==> images/layer_met2.png <==
(2 px per um)
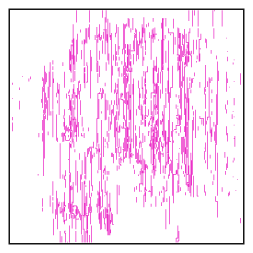
==> images/clocks.png <==
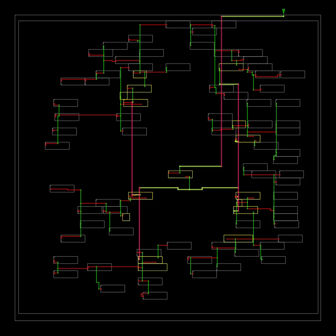
==> src/rtl/conv_pkg.sv <==
// Shared constants, FSM encoding and pixel clamp for the convolution tap accumulator.
package conv_pkg;

    localparam int unsigned PP_W     = 12;
    localparam int unsigned PROD_W   = 16;
    localparam int unsigned HI_SHIFT = 4;
    localparam int unsigned PIX_W    = 8;

    // Working width for the clamp; wide enough for any sane accumulator width.
    localparam int unsigned CLAMP_W  = 64;

    typedef enum logic [0:0] {
        WAIT_LO = 1'b0,
        WAIT_HI = 1'b1
    } rx_state_e;

    // Arithmetic right shift, then saturate into the unsigned pixel range.
    function automatic logic [PIX_W-1:0] clamp_pix(input logic signed [CLAMP_W-1:0] value,
                                                   input int unsigned shift);
        logic signed [CLAMP_W-1:0] scaled;
        scaled = value >>> shift;
        if (scaled < 64'sd0) begin
            return '0;
        end else if (scaled > 64'sd255) begin
            return 8'hFF;
        end else begin
            return scaled[PIX_W-1:0];
        end
    endfunction

endpackage

==> src/rtl/pp_reassembler.sv <==
// Rebuilds signed 16-bit products from the multiplier's two-beat 12-bit partial stream
// and flags beat-sequence violations (sticky until reset).
module pp_reassembler
    import conv_pkg::*;
(
    input  logic                     clk,
    input  logic                     rst_n,
    input  logic [PP_W-1:0]          p,
    input  logic                     out_st,
    input  logic                     cycle,
    input  logic                     clear,
    output logic signed [PROD_W-1:0] prod,
    output logic                     prod_valid,
    output logic                     proto_err
);

    rx_state_e                state_q, state_d;
    logic signed [PROD_W-1:0] lo_q, lo_d;
    logic                     err_q, err_d;
    logic signed [PROD_W-1:0] p_ext;
    logic                     beat0;
    logic                     beat1;

    assign p_ext = PROD_W'(signed'(p));
    // An X on cycle makes these conditions false, so it lands in the error paths.
    assign beat0 = out_st && (cycle == 1'b0);
    assign beat1 = !out_st && (cycle == 1'b1);

    // High beat carries bits [15:4]; the sum wraps mod 2^16 by construction.
    assign prod = lo_q + (p_ext << HI_SHIFT);

    // Next-state: beat acceptance, error detection; clear overrides everything.
    always_comb begin
        state_d    = state_q;
        lo_d       = lo_q;
        err_d      = err_q;
        prod_valid = 1'b0;
        if (clear) begin
            state_d = WAIT_LO;
        end else begin
            case (state_q)
                WAIT_LO: begin
                    if (beat0) begin
                        lo_d    = p_ext;
                        state_d = WAIT_HI;
                    end else if (out_st) begin
                        err_d = 1'b1;
                    end
                end
                WAIT_HI: begin
                    if (beat1) begin
                        prod_valid = 1'b1;
                        state_d    = WAIT_LO;
                    end else begin
                        // Missing high beat: drop the low half, but a fresh beat 0 restarts.
                        err_d = 1'b1;
                        if (beat0) begin
                            lo_d    = p_ext;
                            state_d = WAIT_HI;
                        end else begin
                            lo_d    = '0;
                            state_d = WAIT_LO;
                        end
                    end
                end
                default: state_d = WAIT_LO;
            endcase
        end
    end

    // State registers with asynchronous reset.
    always_ff @(posedge clk or negedge rst_n) begin
        if (!rst_n) begin
            state_q <= WAIT_LO;
            lo_q    <= '0;
            err_q   <= 1'b0;
        end else begin
            state_q <= state_d;
            lo_q    <= lo_d;
            err_q   <= err_d;
        end
    end

    assign proto_err = err_q;

endmodule

==> src/rtl/conv_tap_accumulator.sv <==
// Accumulates TAPS reassembled products into one convolution sum and emits the
// wide sum plus a scaled, clamped pixel with a one-cycle valid strobe.
module conv_tap_accumulator
    import conv_pkg::*;
#(
    parameter int unsigned TAPS  = 9,
    parameter int unsigned ACC_W = 20,
    parameter int unsigned SHIFT = 0
) (
    input  logic                    clk,
    input  logic                    rst_n,
    input  logic [PP_W-1:0]         p,
    input  logic                    out_st,
    input  logic                    cycle,
    input  logic                    clear,
    output logic signed [ACC_W-1:0] sum,
    output logic [PIX_W-1:0]        pix,
    output logic                    sum_valid,
    output logic [7:0]              tap_cnt,
    output logic                    proto_err
);

    logic signed [PROD_W-1:0] prod;
    logic                     prod_valid;

    logic signed [ACC_W-1:0]  acc_q;
    logic [7:0]               tap_q;
    logic signed [ACC_W-1:0]  sum_q;
    logic [PIX_W-1:0]         pix_q;
    logic                     valid_q;

    logic signed [ACC_W-1:0]  acc_next;
    logic                     last_tap;

    pp_reassembler u_pp_reassembler (
        .clk        (clk),
        .rst_n      (rst_n),
        .p          (p),
        .out_st     (out_st),
        .cycle      (cycle),
        .clear      (clear),
        .prod       (prod),
        .prod_valid (prod_valid),
        .proto_err  (proto_err)
    );

    assign acc_next = acc_q + ACC_W'(prod);
    assign last_tap = (tap_q == 8'(TAPS - 1));

    // Accumulate products; on the final tap publish the sum and restart the window
    // on the same edge so back-to-back windows need no bubble.
    always_ff @(posedge clk or negedge rst_n) begin
        if (!rst_n) begin
            acc_q   <= '0;
            tap_q   <= '0;
            sum_q   <= '0;
            pix_q   <= '0;
            valid_q <= 1'b0;
        end else begin
            valid_q <= 1'b0;
            if (clear) begin
                acc_q <= '0;
                tap_q <= '0;
            end else if (prod_valid) begin
                if (last_tap) begin
                    sum_q   <= acc_next;
                    pix_q   <= clamp_pix(CLAMP_W'(acc_next), SHIFT);
                    valid_q <= 1'b1;
                    acc_q   <= '0;
                    tap_q   <= '0;
                end else begin
                    acc_q <= acc_next;
                    tap_q <= tap_q + 8'd1;
                end
            end
        end
    end

    assign sum       = sum_q;
    assign pix       = pix_q;
    assign sum_valid = valid_q;
    assign tap_cnt   = tap_q;

endmodule
==> config.mk <==
export PLATFORM = sky130hd
export DESIGN_NAME = conv_tap_accumulator
export DESIGN_NICKNAME = d
export VERILOG_FILES = /design/src/rtl/conv_pkg.sv /design/src/rtl/pp_reassembler.sv /design/src/rtl/conv_tap_accumulator.sv
export SDC_FILE = /design/constraint.sdc
export NUM_CORES = 1
export LEC_CHECK = 0
export ABC_AREA = 1
export CORE_UTILIZATION = 35
export CTS_CLUSTER_DIAMETER = 80
export DETAILED_ROUTE_END_ITERATION = 10
export GPL_ROUTABILITY_DRIVEN = 0
export HOLD_SLACK_MARGIN = 0.05
export PLACE_DENSITY = 0.6
export SLEW_MARGIN = 20
export SYNTH_ARGS = -nofsm -noshare
export SYNTH_HDL_FRONTEND = slang
export SYNTH_SLANG_ARGS = --single-unit
==> constraint.sdc <==
create_clock -name clk -period 8.6 [get_ports clk]
set_clock_uncertainty 0.05 [all_clocks]
set_input_delay 1.72 -clock clk [delete_from_list [all_inputs] [get_ports clk]]
set_output_delay 1.72 -clock clk [all_outputs]
set_load 0.1 [all_outputs]
==> results_dict.tcl <==
# yosys + openroad results
set metrics [dict create \
    run_status "complete, no violations" \
    layout_top_cell_excl_fill_tap "nand2_1" \
    synthTopLogicFamily "simple AND/OR/NAND/NOR gates" \
    power.static_leakage_uw 0.00277 \
    relative_max_transition_margin_pct 34.8 \
    grt_pass1_vias 3791 \
    whs_endpoint "sum[7]" \
    totalWireLength_mm 10.9 \
    slew_viol_final 0 \
    numCtsBuffers 9 \
    worst_setup_path_startpoint "p[0]" \
    cp_max_fo 8 \
    final.signal_buffer_count 56 \
    tritoncts "yes" \
    drt-initial-drc-count 222 \
    vias 4002 \
    grtUsageMet3_pct 2.23 \
    synth.area.top_cells "dfrtp_1, nand2_1, ha_1" \
    num_io_pins 55 \
    hold_buffers 0 \
    syn_avg_cell_area_um2 7.58 \
    worstReg2RegEnd "pix[2]" \
    critical_path.n_buffers_inverters 1 \
    p_sw_uw 391 \
    final_min_period_over_clock_period_pct 59.3 \
    seq_power_share_pct 31.7 \
    antenna_found_initial 0 \
    place_hpwl_mm 8.43 \
    fp.dieArea_mm2 0.0136 \
    worst_hold_path.num_cells 2 \
    total_power_uw 1120 \
    synth_compound_gate_area_share_pct 11.4 \
    powerDensity_mw_per_mm2 199 \
    combinational_share_of_cell_area_pct 43.5 \
    num_antenna_cells 0 \
    synth_cells 605 \
    synth.cells.most_frequent "nand2_1, inv_1, dfrtp_1" \
    synth.cellmix.adderShare_pct 10.2 \
    post_drt_via_cell_ratio 4.78 \
    layout-area-overhead-vs-synth_pct 23.0 \
    final_area_mm2 0.00564 \
    synth_stat.cells 605 \
    port_buffers 54 \
    chip_area_in_the_yosys_report_mm2 0.00459 \
    met3WireLength_um 353 \
    share_of_layout_cells_above_drive_strength_1_pct 8.86 \
    deepest_clock_path_buffer_count 2 \
    dominantRegCellSynth "dfrtp_1" \
    ant_nets_after_route 0 \
    placement.cell_area_mm2 0.00531 \
    first_pass_grt_wire_length_mm 18.1 \
    die.size.y_um 116 \
    switching_share_pct 34.8 \
    cts_resized 0 \
    clockRootBuffer "clkbuf_16" \
    clkSlewWorstSetupHoldPaths_ns 0.06 \
    mostFrequentLayoutCells "nand2_1, inv_1, dfrtp_1" \
    grt-ovfl-total 0 \
    clk_share_pct 5.90 \
    clkSinkCount 71 \
    n_all_inverters 83 \
    layout.filler_cells 1346 \
    timing.rr.start "u_pp_reassembler.lo_q[4]" \
    number_of_tap_instances 172 \
    vdd.ir_drop.worst_mv 0.104 \
    synth.cellmix.xorXnorShare_pct 3.63 \
    worst-endpoint-required_ns 8.78 \
    synth-edff-count 0 \
    synth_area_leader_cell "dfrtp_1" \
    preCtsSetupSlack_ns 3.15 \
    maxCapViolations 0 \
    drc 0 \
    numPlacedInstances 822 \
    buffer_area_share_pct 9.76 \
    grt_use_total_pct 17.2 \
    postSynth.asyncResetShare_pct 100 \
    nets 714 \
    synthDistinctLibCells 33 \
    seq-cell-share_pct 31.5 \
    floorplan.core_area_mm2 0.0127 \
    cts_setup_buffers 0 \
    sequential_cell_area_mm2 0.00178 \
    mux_share_pct 0 \
    yosys.area.top_type_share_pct 38.7 \
    grt_max_degree 72 \
]
Notes on layer_met2.png above:
wire length on this layer	4930 um
share of all routed wire	45%
main direction	vertical
nets with wire on the layer	564

Notes on clocks.png above:
flip-flops: 71
clock buf count: 11
insertion delay at the late pin of the worst-skew pair: 0.34 ns

[power groups by stage]
| stage | sequential (uW) | combinational [uW] | clock [uW] |
|---|---|---|---|
| after floorplan | 363 | 260 | 0 |
| after global placement | 361 | 351 | 0 |
| after detailed placement | 362 | 352 | 0 |
| after CTS | 356 | 355 | 417 |
| after global routing | 357 | 400 | 431 |
| final | 356 | 355 | 411 |
[flip-flops by register name (all words and copies together) (netlist names)]
| name | count |
|---|---|
| sum_valid | 1 |
| acc_q | 20 |
| tap_cnt | 8 |
| u_pp_reassembler.state_q | 1 |
| pix | 8 |
| u_pp_reassembler.proto_err | 1 |
| u_pp_reassembler.lo_q | 12 |
| sum | 20 |
